`src/rtl/ram_port_arbiter_if.sv`:
```
// Bundle of signals between the cache-side requesters, the shared RAM port and
// the arbiter that joins them. master = the arbiter, slave = requesters + RAM.
interface ram_port_arbiter_if #(
  parameter int NREQ = 4,
  parameter int AW   = 32,
  parameter int DW   = 32
);
  localparam int GW = $clog2(NREQ);

  logic [NREQ-1:0] req_ren;
  logic [NREQ-1:0] req_wen;
  logic [AW-1:0]   req_addr  [NREQ];
  logic [DW-1:0]   req_store [NREQ];
  logic [NREQ-1:0] req_wait;
  logic [DW-1:0]   req_load;

  logic            ram_ren;
  logic            ram_wen;
  logic [AW-1:0]   ram_addr;
  logic [DW-1:0]   ram_store;
  logic [DW-1:0]   ram_load;
  logic            ram_ready;

  logic [GW-1:0]   grant_id;
  logic            busy;

  modport master (
    input  req_ren, req_wen, req_addr, req_store, ram_load, ram_ready,
    output req_wait, req_load, ram_ren, ram_wen, ram_addr, ram_store,
           grant_id, busy
  );

  modport slave (
    output req_ren, req_wen, req_addr, req_store, ram_load, ram_ready,
    input  req_wait, req_load, ram_ren, ram_wen, ram_addr, ram_store,
           grant_id, busy
  );
endinterface

```
`src/rtl/ram_port_arbiter.sv`:
```
// Round-robin arbiter sharing one RAM port between NREQ blocking requesters.
// Define WRITE_PRIORITY_EN to restrict arbitration to writers whenever any are pending.
module ram_port_arbiter #(
  parameter int NREQ = 4,
  parameter int AW   = 32,
  parameter int DW   = 32
) (
  input  logic                CLK,
  input  logic                nRST,
  ram_port_arbiter_if.master  bus
);
  localparam int GW = $clog2(NREQ);

  typedef enum logic {IDLE, ACCESS} state_t;

  state_t          state;
  logic [GW-1:0]   rr_ptr;
  logic [GW-1:0]   grant_q;
  logic            busy_q;

  logic [NREQ-1:0] req_any;
  logic [NREQ-1:0] cand;
  logic            g_active;
  logic            serving;
  logic            done;

  // First set bit of mask strictly after ptr, wrapping modulo NREQ.
  function automatic logic [GW-1:0] rr_pick(input logic [NREQ-1:0] mask,
                                            input logic [GW-1:0]   ptr);
    logic [GW-1:0] win;
    int            idx;
    win = '0;
    for (int off = NREQ; off >= 1; off--) begin
      idx = (int'(ptr) + off) % NREQ;
      if (mask[idx]) win = GW'(idx);
    end
    return win;
  endfunction

  // NOTE: every output of this block gets a default before any condition,
  // so no path leaves a signal unassigned and no latch is inferred.
  always_comb begin
    req_any = bus.req_ren | bus.req_wen;
`ifdef WRITE_PRIORITY_EN
    cand = (|bus.req_wen) ? bus.req_wen : req_any;
`else
    cand = req_any;
`endif

    g_active = bus.req_ren[grant_q] | bus.req_wen[grant_q];
    serving  = (state == ACCESS) && g_active;
    done     = serving && bus.ram_ready;

    // A set wen wins over ren, so a dual request is performed as a write.
    bus.ram_wen   = serving && bus.req_wen[grant_q];
    bus.ram_ren   = serving && !bus.req_wen[grant_q];
    bus.ram_addr  = serving ? bus.req_addr[grant_q]  : '0;
    bus.ram_store = serving ? bus.req_store[grant_q] : '0;

    bus.req_wait = '1;
    if (done) bus.req_wait[grant_q] = 1'b0;
    bus.req_load = done ? bus.ram_load : '0;
  end

  // NOTE: sequential state uses non-blocking assignments so every register
  // samples the pre-edge values, independent of statement order.
  always_ff @(posedge CLK or negedge nRST) begin
    if (!nRST) begin
      state   <= IDLE;
      rr_ptr  <= GW'(NREQ - 1);
      grant_q <= '0;
      busy_q  <= 1'b0;
    end else begin
      case (state)
        IDLE: begin
          if (|cand) begin
            grant_q <= rr_pick(cand, rr_ptr);
            state   <= ACCESS;
            busy_q  <= 1'b1;
          end
        end
        ACCESS: begin
          // Completion and abort both hand the pointer to the current owner.
          if (!g_active || bus.ram_ready) begin
            rr_ptr <= grant_q;
            state  <= IDLE;
            busy_q <= 1'b0;
          end
        end
        default: begin
          state  <= IDLE;
          busy_q <= 1'b0;
        end
      endcase
    end
  end

  assign bus.grant_id = grant_q;
  assign bus.busy     = busy_q;
endmodule
```
`src/flat_wrapper.sv`:
```
// flat-port wrapper written by rule: the top's interface ports become plain ports
module ram_port_arbiter_flat 
#(
  parameter int NREQ = 4,
  parameter int AW   = 32,
  parameter int DW   = 32
)
  (CLK, nRST, bus_req_ren, bus_req_wen, bus_req_addr, bus_req_store, bus_ram_load, bus_ram_ready, bus_req_wait, bus_req_load, bus_ram_ren, bus_ram_wen, bus_ram_addr, bus_ram_store, bus_grant_id, bus_busy);
  ram_port_arbiter_if #(.NREQ(NREQ), .AW(AW), .DW(DW)) bus_i ();
  input  logic CLK;
  input  logic nRST;
  input wire logic [$bits(bus_i.req_ren)-1:0] bus_req_ren;
  input wire logic [$bits(bus_i.req_wen)-1:0] bus_req_wen;
  input wire logic [$bits(bus_i.req_addr)-1:0] bus_req_addr;
  input wire logic [$bits(bus_i.req_store)-1:0] bus_req_store;
  input wire logic [$bits(bus_i.ram_load)-1:0] bus_ram_load;
  input wire logic [$bits(bus_i.ram_ready)-1:0] bus_ram_ready;
  output wire logic [$bits(bus_i.req_wait)-1:0] bus_req_wait;
  output wire logic [$bits(bus_i.req_load)-1:0] bus_req_load;
  output wire logic [$bits(bus_i.ram_ren)-1:0] bus_ram_ren;
  output wire logic [$bits(bus_i.ram_wen)-1:0] bus_ram_wen;
  output wire logic [$bits(bus_i.ram_addr)-1:0] bus_ram_addr;
  output wire logic [$bits(bus_i.ram_store)-1:0] bus_ram_store;
  output wire logic [$bits(bus_i.grant_id)-1:0] bus_grant_id;
  output wire logic [$bits(bus_i.busy)-1:0] bus_busy;
  assign bus_i.req_ren = bus_req_ren;
  assign bus_i.req_wen = bus_req_wen;
  assign bus_i.req_addr = {>>{bus_req_addr}};
  assign bus_i.req_store = {>>{bus_req_store}};
  assign bus_i.ram_load = bus_ram_load;
  assign bus_i.ram_ready = bus_ram_ready;
  assign bus_req_wait = bus_i.req_wait;
  assign bus_req_load = bus_i.req_load;
  assign bus_ram_ren = bus_i.ram_ren;
  assign bus_ram_wen = bus_i.ram_wen;
  assign bus_ram_addr = bus_i.ram_addr;
  assign bus_ram_store = bus_i.ram_store;
  assign bus_grant_id = bus_i.grant_id;
  assign bus_busy = bus_i.busy;
  ram_port_arbiter #(.NREQ(NREQ), .AW(AW), .DW(DW)) u_core (.CLK(CLK), .nRST(nRST), .bus(bus_i));
endmodule
```
`config.mk`:
```
export PLATFORM = sky130hd
export DESIGN_NAME = ram_port_arbiter_flat
export DESIGN_NICKNAME = d
export VERILOG_FILES = /design/src/rtl/ram_port_arbiter_if.sv /design/src/rtl/ram_port_arbiter.sv /design/src/flat_wrapper.sv
export SDC_FILE = /design/constraint.sdc
export NUM_CORES = 1
export LEC_CHECK = 0
export CORE_AREA = 2 2 159 161
export CTS_CLUSTER_SIZE = 25
export DETAILED_ROUTE_END_ITERATION = 16
export DIE_AREA = 0 0 161 163
export SLEW_MARGIN = 20
export SYNTH_ARGS = -nofsm -noshare
export SYNTH_HDL_FRONTEND = slang
export SYNTH_SLANG_ARGS = --single-unit
```
`constraint.sdc`:
```
create_clock -name CLK -period 3.32 [get_ports CLK]
set_input_delay 0.83 -clock CLK [delete_from_list [all_inputs] [get_ports CLK]]
set_output_delay 0.83 -clock CLK [all_outputs]
set_load 0.01 [all_outputs]
```
run_1/m1.png
Cells faint in the background.
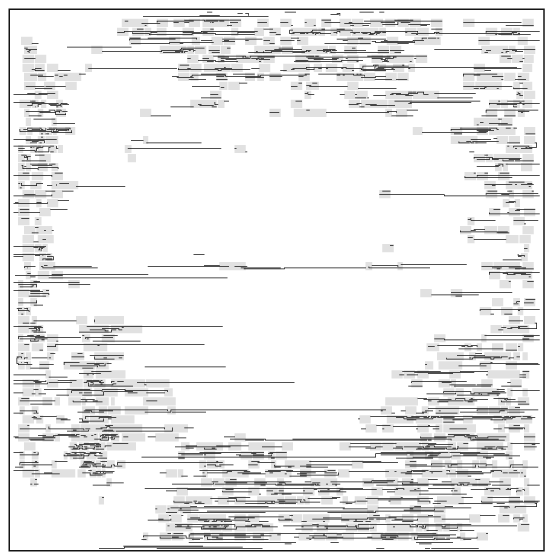
wire length on this layer: 7440 um
longest straight run: 74.1 um
main direction: horizontal
share of all routed wire: 39%
met1 demand-to-capacity share in global routing: 16.3%
Total Routed Length: 19200 um
total via count after detailed routing: 3957

run_1/m2.png
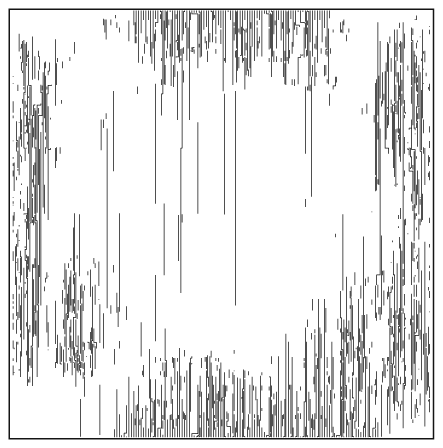
wire length on this layer: 9680 um
share of all routed wire: 50%
longest straight run: 81.6 um
global routing met2 resource utilization: 25.6%

run_1/m4.png
Cells faint in the background.
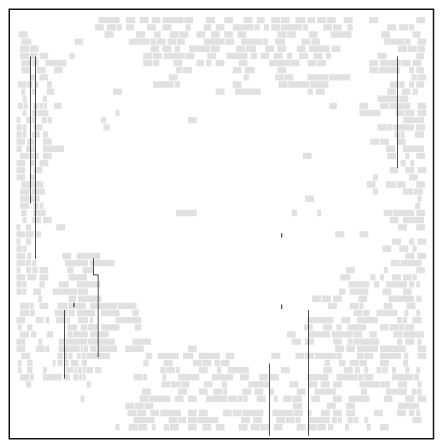
main direction: vertical
nets with wire on the layer: 10
share of all routed wire: 1.7%
wire length on this layer: 319 um
longest straight run: 76.8 um

==> notes.md, run 1 <==
Implementation results.

The total overflow left after global routing is 0. The setup slack at placement is -0.564 ns. The post-synthesis cell count from yosys is 234.

The worst hold path stage count is 1. The detailed-routed wire length on met2 is between 9000 and 10000 um. The area share of and-or/or-and cells after synthesis is 2.99%. The worst-case headroom to the max-slew limit is 62.7%. Per the cell usage report, the commonest logic cells after layout are 294 x clkdlybuf4s50_1, 66 x mux4_2, 65 x buf_2. The time the worst path needs with I/O delays and setup is 3.33 ns.

The warning tally printed by Yosys for this design is 0. The footprint of the multi-input gates is 0.00238 mm^2. The flow ran to the end, but the final reports show violations.

The clock tree from TritonCTS is yes. The routing usage on met3 is 3.57%. The busiest layer in global routing is met2.

Per the synthesis report, the adder-cell share of the synthesized area is 0%. The achievable frequency is roughly 0.3 GHz. In this run the static leakage power is approximately 0.003 uW.

The layout has 2594 filler cells. The flow reports power dissipated in combinational cells as 4750 uW. For this run, the slowest stage of the critical path takes 0.49 ns.

The layout inverter count without the clock tree is 1. The fraction of layout cells with a size suffix above 1 is between 30 and 40%. The initial antenna violation count came to 2.

Looking at the critical path, the highest net fanout was 6. The layout report gives the multi-input gate share of total cell area as 32.4%. Listed in order, past its start point the critical path passes buf_2 > mux4_2 > buf_4 > buf_6 > nor2_4 > buf_12 > nor2b_4 > buf_6 > buf_4 > and3_4 > buf_6. The number of clock buffers in the layout is 4. The multi-input combinational cell count is about 200. The final timing report gives a worst setup slack of -0.00827 ns. The number of sinks driven by the clock tree is 6. The summed instance area of the synthesized netlist is 0.00264 mm^2.

Port buffering added about 400 buffers. The share of total power dissipated in combinational logic is around 92%. The number of well taps is 330.

The final reports fail on setup timing. For this run, the share of the core covered by cells in the final layout is 29.7%. The final count of hold timing violations is 0. The count of endpoints failing setup in the final report is 1.
## run 1: registers in the layout, indices dropped and copies added, names as in the netlist
| register | cells |
|---|---|
| u_core.state | 1 |
| u_core.rr_ptr | 2 |
| u_core.bus.grant_id | 2 |
| u_core.bus.busy | 1 |
## run 1: synthesized netlist by cell type, drive strengths merged
cell     n
buf     16
dfstp    2
inv      1
nand4b   2
o21a     1
mux4    66
mux2     3
o21ai    4
clkbuf  14
a21oi    3
and3    32
dfrtp    4
nor4     3
o21bai   2
nand4    1
nor2b   66
nor3     1
and2     1
nand3    1
a221oi   1
o32ai    1
nor2     9
## run 1: critical path: cells and delay by family
kind / cells / cell delay [ns]
buffers and inverters: 7 / 0.85
multiplexers: 1 / 0.49
AND/OR/NAND/NOR: 3 / 0.31
--- run 2 (diff from run 1) ---
--- a/config.mk
+++ b/config.mk
@@ -5,10 +5,10 @@
 export SDC_FILE = /design/constraint.sdc
 export NUM_CORES = 1
 export LEC_CHECK = 0
-export CORE_AREA = 2 2 159 161
+export CORE_AREA = 2 2 157 159
 export CTS_CLUSTER_SIZE = 25
 export DETAILED_ROUTE_END_ITERATION = 16
-export DIE_AREA = 0 0 161 163
+export DIE_AREA = 0 0 159 161
 export SLEW_MARGIN = 20
 export SYNTH_ARGS = -nofsm -noshare
 export SYNTH_HDL_FRONTEND = slang
==> constraint.sdc (replaced) <==
create_clock -name CLK -period 3.75 [get_ports CLK]
set_input_delay 0.9375 -clock CLK [delete_from_list [all_inputs] [get_ports CLK]]
set_output_delay 0.9375 -clock CLK [all_outputs]
set_load 0.01 [all_outputs]
run_2/congestion_map.png
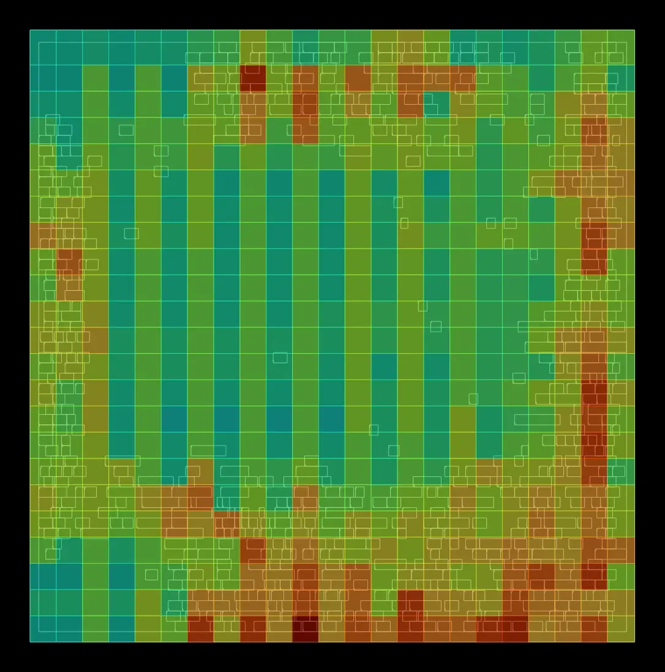
met1 demand-to-capacity share in global routing: 15.4%
Final Core Density: 30.6%
global routing met2 resource utilization: 26.2%
GRT Overall Usage: 14.0%
global routing usage on met3: 4.55%

run_2/m4.png
Cells faint in the background.
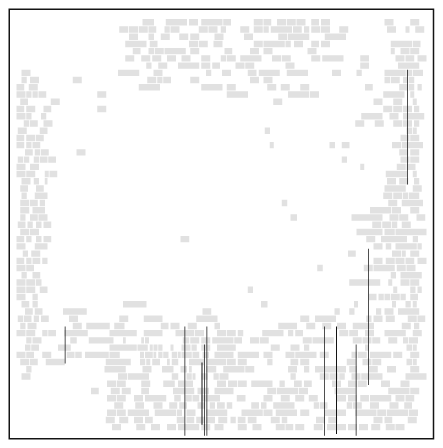
longest straight run: 51.0 um
main direction: vertical
nets with wire on the layer: 10
total via count after detailed routing: 3870
Total Routed Length: 19000 um

run_2/util_map.png
The bar under the picture is 50 um long. 16 x 16 tiles, from dark blue (low) to red (high), 0 to 100% covered.
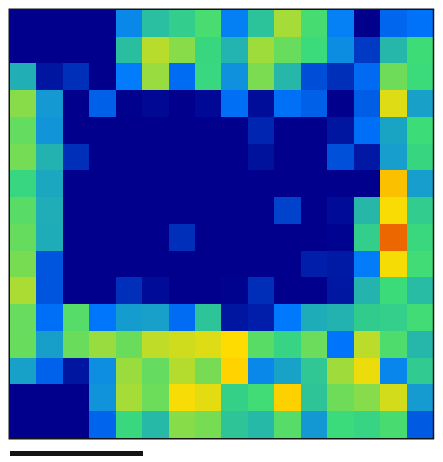
fullest tile: 88%
nearly empty tiles: 34%
emptiest ninth of the die: middle
Floorplan Utilization: 11.0%
core outline area: 0.0240 mm^2

==> notes.md, run 2 <==
Implementation results.

The run finished with clean final reports. The remaining global-route overflow is 0. The number of enable-type register cells in the synthesized netlist is 0. The worst-case headroom to the max-slew limit is 67.3%. The largest fanout on the critical path is 9. In this run, the synthesized area fraction spent on AND-OR/OR-AND gates is recorded as around 3.0%. The post-synthesis cell count from yosys is 234.

The filler cell count in the final layout is 2526. Port buffering added between 400 and 500 buffers. The most common cell in the netlist is mux4_2. The critical path's largest stage delay is 0.51 ns. The summed instance area of the synthesized netlist is 0.00264 mm^2. Global route summary, busiest routing layer listed as met2. The top flip-flop cell by instance count after synthesis is dfrtp_1.

Leaving out fill and tap cells, the most frequent cells in the layout are 294 x clkdlybuf4s50_1, 77 x dlygate4sd2_1, 66 x mux4_2. In this build the clock could be raised as far as approximately 0.28 GHz. The initial antenna violation count is 3. The number of warnings printed during yosys synthesis is 0. Counting endpoints that fail hold in the final report gives 0. Grouping stages by cell kind, the critical path spends the most delay in buffers and inverters.

TritonCTS built the clock tree. The fraction of synthesis flops using an asynchronous set or reset pin is 100%. The fraction of layout cells with a size suffix above 1 is 20.9%. The time the worst path needs with I/O delays and setup is 3.60 ns. OpenSTA, run right after detailed placement, puts the worst setup slack at -0.330 ns.
## run 2: cell type report
class	instances	area, um^2	share of cell area, %
tap	324	405	5.54
timing repair buffer	430	4300	58.7
clock buffer	4	78.8	1.08
inverter	1	3.75	0.0513
sequential	6	160	2.19
antenna	3	7.51	0.103
multi-input combinational	200	2370	32.4
## run 2: worst register-to-register path: cells and delay by family, from the launching register on
family / cells / cell delay, ns
AND/OR/NAND/NOR: 1 / 0.10
AND-OR/OR-AND: 1 / 0.09
flip-flops: 1 / 0.60
multiplexers: 2 / 0.91
buffers and inverters: 2 / 0.32
## run 2: metal layers
layer	vias to the layer above	wire length, um
met2	252	10100
met5	-	0
met4	0	361
met3	20	1860
li1	1766	-
met1	1832	6740
Power is estimated from default activity; no workload was simulated.
